==> run_1/metal_stack.png <==
The bar under the picture is 50 microns long.
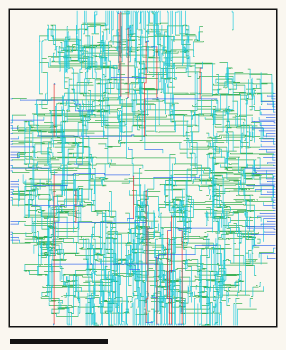
==> run_1/final_congestion.png <==
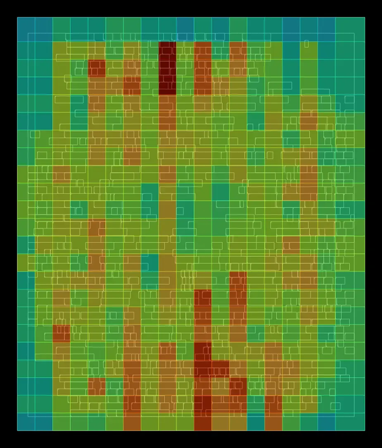
==> run_1/registers.png <==
The bar under the picture is 50 microns long. Other sequential cells in the stronger grey, the rest of the logic in the fainter grey.
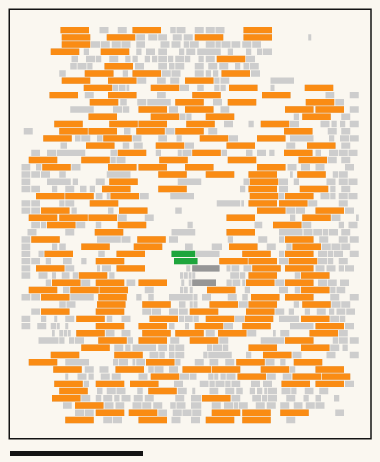
==> run_1/zoom.png <==
The bar under the picture is 5 microns long. Window x 58 to 78, y 103 to 123 microns. Cells in grey, sequential cells in the stronger grey; small squares are vias.
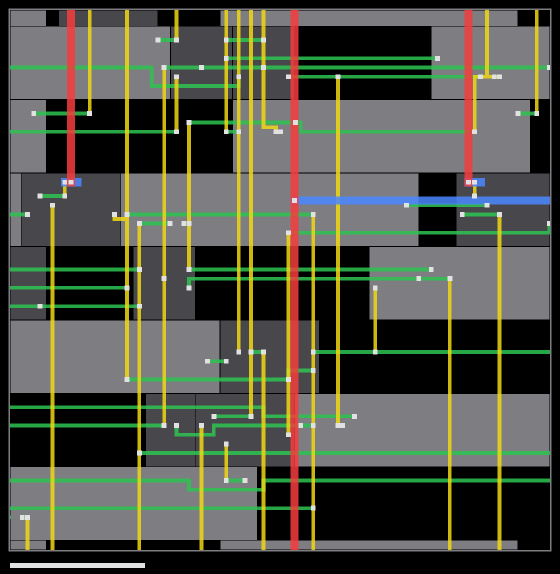
===== config.mk =====
export PLATFORM = sky130hd
export DESIGN_NAME = instruction_decoder
export DESIGN_NICKNAME = d
export VERILOG_FILES = /design/src/rtl/instruction_decoder.sv
export SDC_FILE = /design/constraint.sdc
export NUM_CORES = 1
export LEC_CHECK = 0
export ABC_AREA = 0
export CORE_ASPECT_RATIO = 1.2
export CORE_MARGIN = 4
export CORE_UTILIZATION = 45
export DETAILED_ROUTE_END_ITERATION = 6
export PLACE_DENSITY = 0.73
export SLEW_MARGIN = 20
export SYNTH_ARGS = -nofsm -noshare
export SYNTH_HDL_FRONTEND = slang
export SYNTH_SLANG_ARGS = --single-unit

===== constraint.sdc =====
create_clock -name clk -period 12.8 [get_ports clk]
set_input_delay 3.2 -clock clk [delete_from_list [all_inputs] [get_ports clk]]
set_output_delay 3.2 -clock clk [all_outputs]
set_load 0.01 [all_outputs]

===== src/rtl/instruction_decoder.sv =====
// Instruction decoder with a small decoded-record queue.
// Each accepted MIPS word is decoded into a full record as it is written.
// The head record is presented on the out_* ports with a valid/ready handshake.
module instruction_decoder #(
   parameter int ADDRESS_WIDTH = 32,
   parameter int WORD_WIDTH    = 32,  // only 32 is supported
   parameter int DEPTH         = 2    // 2 or 4
) (
   input  logic                     clk,
   input  logic                     reset,      // asynchronous, active-low
   input  logic                     in_valid,
   input  logic [WORD_WIDTH-1:0]    in_opcode,
   input  logic [ADDRESS_WIDTH-1:0] in_ip,
   output logic                     in_ready,
   input  logic                     flush,
   output logic                     out_valid,
   input  logic                     out_ready,
   output logic [1:0]               out_class,
   output logic [5:0]               out_op,
   output logic [4:0]               out_rs,
   output logic [4:0]               out_rt,
   output logic [4:0]               out_rd,
   output logic [4:0]               out_shamt,
   output logic [5:0]               out_funct,
   output logic [31:0]              out_imm,
   output logic [ADDRESS_WIDTH-1:0] out_jump,
   output logic [ADDRESS_WIDTH-1:0] out_ip
);

   localparam int PTR_W = (DEPTH > 2) ? 2 : 1;
   localparam int CNT_W = PTR_W + 1;

   typedef enum logic [1:0] {
      CLS_R   = 2'd0,
      CLS_I   = 2'd1,
      CLS_J   = 2'd2,
      CLS_ILL = 2'd3
   } insn_class_e;

   typedef struct packed {
      insn_class_e              cls;
      logic [5:0]               op;
      logic [4:0]               rs;
      logic [4:0]               rt;
      logic [4:0]               rd;
      logic [4:0]               shamt;
      logic [5:0]               funct;
      logic [31:0]              imm;
      logic [ADDRESS_WIDTH-1:0] jump;
      logic [ADDRESS_WIDTH-1:0] ip;
   } rec_t;

   rec_t               mem_q [DEPTH];
   rec_t               rec_d;
   rec_t               head;
   logic [PTR_W-1:0]   wr_ptr_q, wr_ptr_d;
   logic [PTR_W-1:0]   rd_ptr_q, rd_ptr_d;
   logic [CNT_W-1:0]   count_q, count_d;
   logic [ADDRESS_WIDTH-1:0] ip_plus4;
   logic               push;
   logic               pop;

   // Circular pointer advance, wrapping modulo DEPTH.
   function automatic logic [PTR_W-1:0] ptr_inc(input logic [PTR_W-1:0] p);
      return (p == PTR_W'(DEPTH - 1)) ? '0 : p + 1'b1;
   endfunction

   // Handshake: in_ready never looks at out_ready, so a full queue refuses input
   // even on an edge where it also pops.
   assign in_ready  = reset && !flush && (count_q < CNT_W'(DEPTH));
   assign out_valid = (count_q != '0);
   assign push      = in_valid && in_ready;
   assign pop       = out_valid && out_ready && !flush;

   assign ip_plus4  = in_ip + ADDRESS_WIDTH'(4);

   // Decode the incoming word into a full record.
   always_comb begin
      // NOTE: every field gets a default first so no path leaves a latch behind.
      rec_d       = '0;
      rec_d.op    = in_opcode[31:26];
      rec_d.rs    = in_opcode[25:21];
      rec_d.rt    = in_opcode[20:16];
      rec_d.rd    = in_opcode[15:11];
      rec_d.shamt = in_opcode[10:6];
      rec_d.funct = in_opcode[5:0];
      rec_d.ip    = in_ip;

      unique case (in_opcode[31:26])
         6'h00:                      rec_d.cls = CLS_R;
         6'h02, 6'h03:               rec_d.cls = CLS_J;
         6'h04, 6'h05, 6'h08, 6'h09,
         6'h0A, 6'h0B, 6'h0C, 6'h0D,
         6'h0E, 6'h0F, 6'h20, 6'h21,
         6'h23, 6'h24, 6'h25, 6'h28,
         6'h29, 6'h2B:               rec_d.cls = CLS_I;
         default:                    rec_d.cls = CLS_ILL;
      endcase

      unique case (in_opcode[31:26])
         6'h0C, 6'h0D, 6'h0E: rec_d.imm = {16'h0000, in_opcode[15:0]};
         6'h0F:               rec_d.imm = {in_opcode[15:0], 16'h0000};
         default:             rec_d.imm = {{16{in_opcode[15]}}, in_opcode[15:0]};
      endcase

      // Region bits of ip+4 kept, low 28 bits replaced by target26 and 2'b00.
      rec_d.jump       = ip_plus4;
      rec_d.jump[27:0] = {in_opcode[25:0], 2'b00};
   end

   // Next-state for pointers and count; flush wins over push and pop.
   always_comb begin
      wr_ptr_d = wr_ptr_q;
      rd_ptr_d = rd_ptr_q;
      count_d  = count_q;
      if (flush) begin
         wr_ptr_d = '0;
         rd_ptr_d = '0;
         count_d  = '0;
      end else begin
         if (push) wr_ptr_d = ptr_inc(wr_ptr_q);
         if (pop)  rd_ptr_d = ptr_inc(rd_ptr_q);
         unique case ({push, pop})
            2'b10:   count_d = count_q + 1'b1;
            2'b01:   count_d = count_q - 1'b1;
            default: count_d = count_q;
         endcase
      end
   end

   // Control state register with asynchronous clear.
   always_ff @(posedge clk or negedge reset) begin
      // NOTE: sequential state uses non-blocking assignments only.
      if (!reset) begin
         wr_ptr_q <= '0;
         rd_ptr_q <= '0;
         count_q  <= '0;
      end else begin
         wr_ptr_q <= wr_ptr_d;
         rd_ptr_q <= rd_ptr_d;
         count_q  <= count_d;
      end
   end

   // Record storage written on push.
   always_ff @(posedge clk) begin
      // NOTE: storage has no reset; count_q alone decides which entries are live.
      if (push) mem_q[wr_ptr_q] <= rec_d;
   end

   // Head record, forced to zero while reset is asserted.
   always_comb begin
      head = reset ? mem_q[rd_ptr_q] : '0;
   end

   assign out_class = head.cls;
   assign out_op    = head.op;
   assign out_rs    = head.rs;
   assign out_rt    = head.rt;
   assign out_rd    = head.rd;
   assign out_shamt = head.shamt;
   assign out_funct = head.funct;
   assign out_imm   = head.imm;
   assign out_jump  = head.jump;
   assign out_ip    = head.ip;

endmodule


==> impl_metrics.ini, run 1 <==
; synthesis and place-and-route metrics
[timing]
grt_setup_unrepaired = false
holdWs_ps = 651.9
finalCriticalPeriod_ps = 8201
fmax_mhz = 121.9
drv_slew = 0
worstMarginPinSlew_ps = 1058
period_used_share = 0.6407
worst_slack_ps = 4599
hold_viol_final = 0
setup_tns_ps = 0
skew_ps = 7.331
slew-limit-headroom = 0.2948
setup_viol = 0

[critical_path]
reg2reg_depth = 3
path_max_fanout = 109
cp_slowest_cell = buf_4
r2r-end = mem_q[1][127]
crit_type = in -> out
cp-startpoint = reset
cp.depth = 4
rr_startpoint = count_q[1]
regToRegSetupSlack_ps = 10160
endpoint_kind = output port
path_cells = buf_2, buf_4, nor3b_1, clkdlybuf4s50_1
crit_buf_inv = 3
crit_path_end = in_ready
timing.critical_path.from_type = input port
crit_path_max_incr_delay_ps = 690
crit_required_ps = 9600
cp_top_family = buffers and inverters
critPathArrivalTime_ps = 5000

[synth]
ys_area_sq_mm = 0.008808
ys_seq_frac = 0.7068
postSynth.asyncResetShare = 0.01923
avgSynthCellArea_sq_um = 15.90
syn_area_sq_mm = 0.008808
ff_type = edfxtp_1
simple_gate_area_frac = 0.1112
yosys_warnings = 0
edf_count = 204
xor_area_frac = 0.005966
ys_cells = 554
ys_sh_aoi = 0.01818
ys_seq_elements = 208
synthCells = 554
synthAdderAreaFrac = 0
ys_types = 31
synthMuxAreaShare = 0.1159
netlist_logic_family_top = multiplexers

[flow_run]
warnings = 28
maxCapViolations = 0

[global_routing]
grt-ovfl-total = 0
grt_max_degree = 110
antenna_found_initial = 0
first_global_vias = 5242
met1_usage = 0.2094
grt_busiest_layer = met2
grt_pass1_wl_microns = 28520

[drt]
dr_wl_met2_microns = 9400
dr.first_iter.drc_count = 239
drt-met1-wl_microns = 7615
postRouteAntennaNets = 0
wl_met3_microns = 920
vias_per_cell = 5.022
top_layer = met4
drc = 0
drt-pass1-iter-count = 4

[die]
rows = 55
fp.dieH_microns = 161.3
tapCellCount = 256
io_pins = 201
chipWidth_microns = 135.7
chipArea_sq_mm = 0.02189
initCoreUtil = 0.4621
core_area_sq_mm = 0.01906

[layout]
comb_share = 0.1955
area_dominant_class = registers
nMultiInputCombCells = 290
n_antenna_cell = 0
num-nonclk-buffers = 203
lay_top_count = edfxtp_1
final_cell_mix = edfxtp_1 (204), clkdlybuf4s50_1 (197), nor2b_1 (119)
layout.nets = 795
fillers = 1467
inv_count = 2
final-comb-area_sq_mm = 0.002233
syn_to_final_growth_pct = 29.72
final_cell_area_sq_mm = 0.01143
buf_share = 0.1766
instances_no_fill = 995
clk_share = 0.05399
clkbuf_count = 25
drive_gt1_frac = 0.05548

[place]
placed_area_sq_mm = 0.01081
gp_congestion = 0.7612
dp_cells = 959
dp_hpwl_microns = 12170
pre_cts_ws_ps = 4559
io_buffers = 198

[pwr]
p_int_w = 0.001174
p_sw_w = 0.0003180
max-vdd-ir-drop_uv = 84.48
p_seq_frac = 0.520
leakage_nw = 3.709
power_density_mw_per_mm2 = 130.6
p_clk_w = 0.000555
comb_power_w = 0.000162
swShare = 0.2132
p_clk_frac = 0.372
report.power.total_w = 0.001492
p_comb_frac = 0.109
power_leader = registers

[clock_tree]
cts_max_path_buffers = 3
hold_buffers = 0
path_clk_slew_ps = 60
cts_tree = done
numCtsBuffers = 21
clk_latency_ps = 480
cts_resized = 0
cts_setup_buffers = 0
h-tree-depth = 1
numClockSinks = 208
root_buffer = clkbuf_16

[min_path]
worstHoldPathCells = 2
hold_path_class = reg -> reg
holdPathEnd = count_q[1]
min-delay-start = count_q[0]

[run_status]
status = finished, final reports clean
About metal_stack.png:
Cyan shows met2, wire length 9400 microns. Blue shows met3, wire length 920 microns. Red shows met4, wire length 610 microns. Green shows met1, wire length 7620 microns.
Wirelength per Cell: 18.64 microns
final WL: 18550 microns
Tot GR Track Use: 0.1641
routed vias: 4997

About final_congestion.png:
met2 usage: 0.2849
GR Util met3: 0.02305

About registers.png:
Orange shows `mem_q`, flops 204, where spread over the die. Green shows `count_q`, flops 2.
Another 2 sequential cells are not coloured.
seq pwr: 0.000775 W
flop share of the area: 0.5452
final core utilization: 0.5994
Flop area: 0.006230 sq mm

About zoom.png:
Green shows met1. Yellow shows met2. Red shows met4. Blue shows met3.
Netlist names of flops here include `mem_q` (7). 15 logic cells have their middle in the window. Most frequent: edfxtp_1 (7), mux2i_1 (4), nor2b_1 (3). Sequential cells in the window: 7.

## run 1: cells in the mapped netlist, drive strengths merged (2+ instances only)
cell type | number | area (sq um)
a21o | 15 | 112.6
a21oi | 4 | 20.02
buf | 45 | 320.3
clkbuf | 10 | 37.54
dfrtp | 4 | 100.1
edfxtp | 204 | 6126
inv | 2 | 7.510
mux2i | 102 | 1021
nand2 | 9 | 33.78
nand2b | 2 | 12.51
nand3 | 2 | 10.01
nand4 | 8 | 50.05
nor2 | 6 | 22.52
nor2b | 120 | 753.2
nor3 | 2 | 15.01
nor4 | 3 | 48.80
o21ai | 2 | 10.01
xnor2 | 4 | 35.03
xor2 | 2 | 17.52
## run 1: sequential cells by signal, summed over array words and instances (netlist names)
register,flops
wr_ptr_q,1
count_q,2
mem_q,204
rd_ptr_q,1
--- run 2 (diff from run 1) ---
clock period = 7.55 ns   (was 12.8 ns; I/O delays follow)
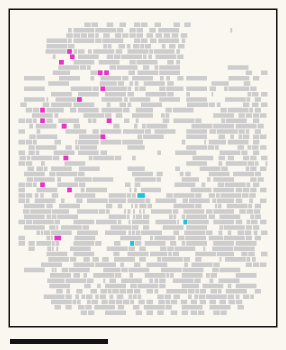
(run_2/gate_families.png)
The bar under the picture is 50 microns long.
Magenta shows AND-OR and OR-AND gates, cells 16, most used a21o_1. Cyan shows AND and OR gates, cells 3.
Post-Layout Cell Count: 998
Commonest Layout Cell: edfxtp_1

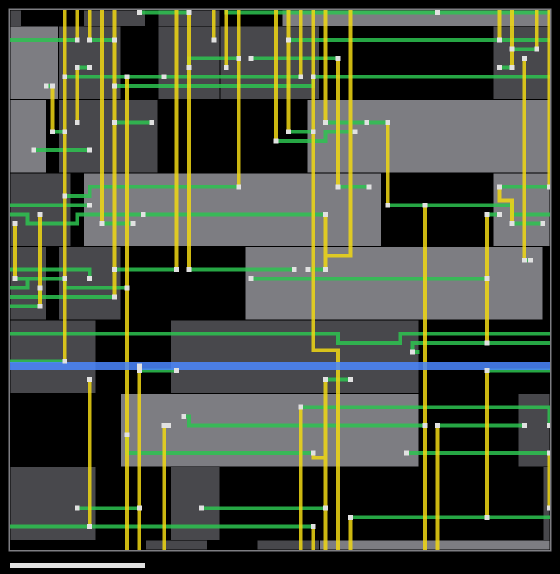
(run_2/zoom.png)
The bar under the picture is 5 microns long. Window x 58 to 78, y 103 to 123 microns. Cells in grey, sequential cells in the stronger grey; small squares are vias.
Blue shows met3. Yellow shows met2. Green shows met1.
Netlist names of flops here include `mem_q` (4). Most frequent: nor2b_1 (5), edfxtp_1 (4), mux2i_1 (3). Sequential cells in the window: 4. 16 logic cells have their middle in the window.

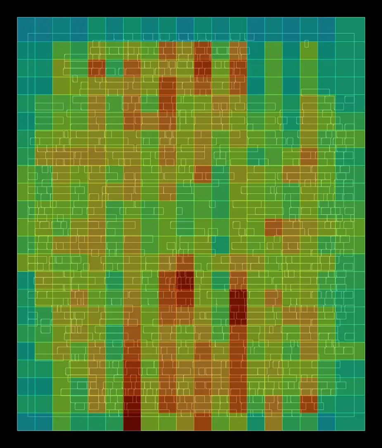
(run_2/final_congestion.png)
busiest grt layer: met2
final core utilization: 0.6045
GR Util met3: 0.02523
met2 usage: 0.3080
met1 Use GR: 0.1998

==> run 2 against run 1 <==
Non-clock buffer count up 1. Synthesized cell count unchanged. Register-to-register slack worse by 5200 ps. Via count down 1.0%. Global-route usage up 0.089 points. First-iteration DRC count down 1.3%. Critical path depth unchanged. Sequential power up about 70%. Critical path type unchanged. Critical endpoint is now out_imm[1]. Largest cell class unchanged.
==> impl_metrics.ini, run 2 <==
; synthesis and place-and-route metrics
[synth]
ys_sh_aoi = 0.01818
syn_area_sq_mm = 0.008808
ys_types = 31
ys_seq_frac = 0.7068
top_area_frac = 0.6955
edf_count = 204
most_common_cell = edfxtp_1
top_area_cell = edfxtp_1
netlist_logic_family_top = multiplexers
synthCells = 554
ys_cells = 554
ff_type = edfxtp_1
synthAdderAreaFrac = 0
synthTopCellsByArea = edfxtp_1 (70%), mux2i_1 (12%), nor2b_1 (8.5%)
xor_area_frac = 0.005966
avgSynthCellArea_sq_um = 15.90
top_cells_by_count = edfxtp_1 (204), nor2b_1 (119), mux2i_1 (102)
yosys_warnings = 0

[pwr]
p_clk_frac = 0.400
p_sw_w = 0.0005542
p_comb_frac = 0.103
max-vdd-ir-drop_uv = 140.2
power_density_mw_per_mm2 = 229.8
power_leader = registers
p_clk_w = 0.00106
p_int_w = 0.002094
swShare = 0.2093
seq-power_w = 0.00132

[critical_path]
reg2reg_depth = 3
endpoint_kind = output port
timing.critical_path.from_type = input port
regToRegSetupSlack_ps = 4940
crit_path_max_incr_delay_ps = 590
critPathArrivalTime_ps = 3710
crit_type = in -> out
crit_required_ps = 5660
cp_slowest_cell = clkdlybuf4s50_1
crit_buf_inv = 3
r2r-end = mem_q[1][5]
path_max_fanout = 74
path_cells = buf_4, buf_4, nor2b_1, clkdlybuf4s50_1

[drt]
wl_met3_microns = 884
drt-met1-wl_microns = 7326
top_layer = met4
vias = 4946
dr_wl_met2_microns = 10080
post_drt_wl_per_cell_microns = 18.59
dr.first_iter.drc_count = 236
drt-pass1-iter-count = 4
drc = 0

[clock_tree]
path_clk_slew_ps = 60
numClockSinks = 208
cts_setup_buffers = 0
cts_resized = 0
root_buffer = clkbuf_16
hold_buffers = 0

[layout]
largest_reg_flops = 204
top_register = mem_q
final_cell_mix = edfxtp_1 (204), clkdlybuf4s50_1 (197), nor2b_1 (119)
drive_gt1_frac = 0.06065
layout.nets = 796
syn_to_final_growth_pct = 30.81

[timing]
setup_tns_ps = 0
worstMarginPinSlew_ps = 1083
hold_viol_final = 0
drv_slew = 0
slew-limit-headroom = 0.2780
grt_setup_unrepaired = false
period_used_share = 0.7417
worst_slack_ps = 1950
skew_ps = 10.31

[min_path]
holdPathEnd = count_q[1]
hold_path_class = reg -> reg
min-delay-start = count_q[1]
worstHoldPathCells = 2

[die]
chipArea_sq_mm = 0.02189
chipWidth_microns = 135.7
fp.dieH_microns = 161.3
rows = 55
io_pins = 201

[place]
gp_congestion = 0.7692
dp_cells = 960
dp_hpwl_microns = 12440
io_buffers = 198
placed_area_sq_mm = 0.01081
pre_cts_ws_ps = 1514

[global_routing]
first_global_vias = 5269
grt-ovfl-total = 0
grt_pass1_wl_microns = 28610
grt_max_degree = 75

[run_status]
status = finished, final reports clean

[flow_run]
maxCapViolations = 0
warnings = 26
[run 2: final cells by class]
type / count / area, sq um / area share
tap: 256 / 320.3 / 0.02780
clock inverter: 15 / 173.9 / 0.01509
inverter: 2 / 7.507 / 0.0006515
multi-input combinational: 290 / 2233 / 0.1938
timing repair buffer: 204 / 2024 / 0.1757
clock buffer: 23 / 533.0 / 0.04626
sequential: 208 / 6230 / 0.5407
[run 2: worst max path at each step]
stage | from | end | slack (ps) | depth (start not counted)
global placement | reset | out_imm[1] | 1620 | 4
finish | reset | out_imm[1] | 1950 | 4
CTS | reset | out_imm[1] | 1520 | 4
detailed placement | reset | out_imm[1] | 1510 | 4
global route | reset | out_imm[28] | 1850 | 4
floorplan | flush | mem_q[0][0] | 330 | 3
Power is estimated from default activity; no workload was simulated.
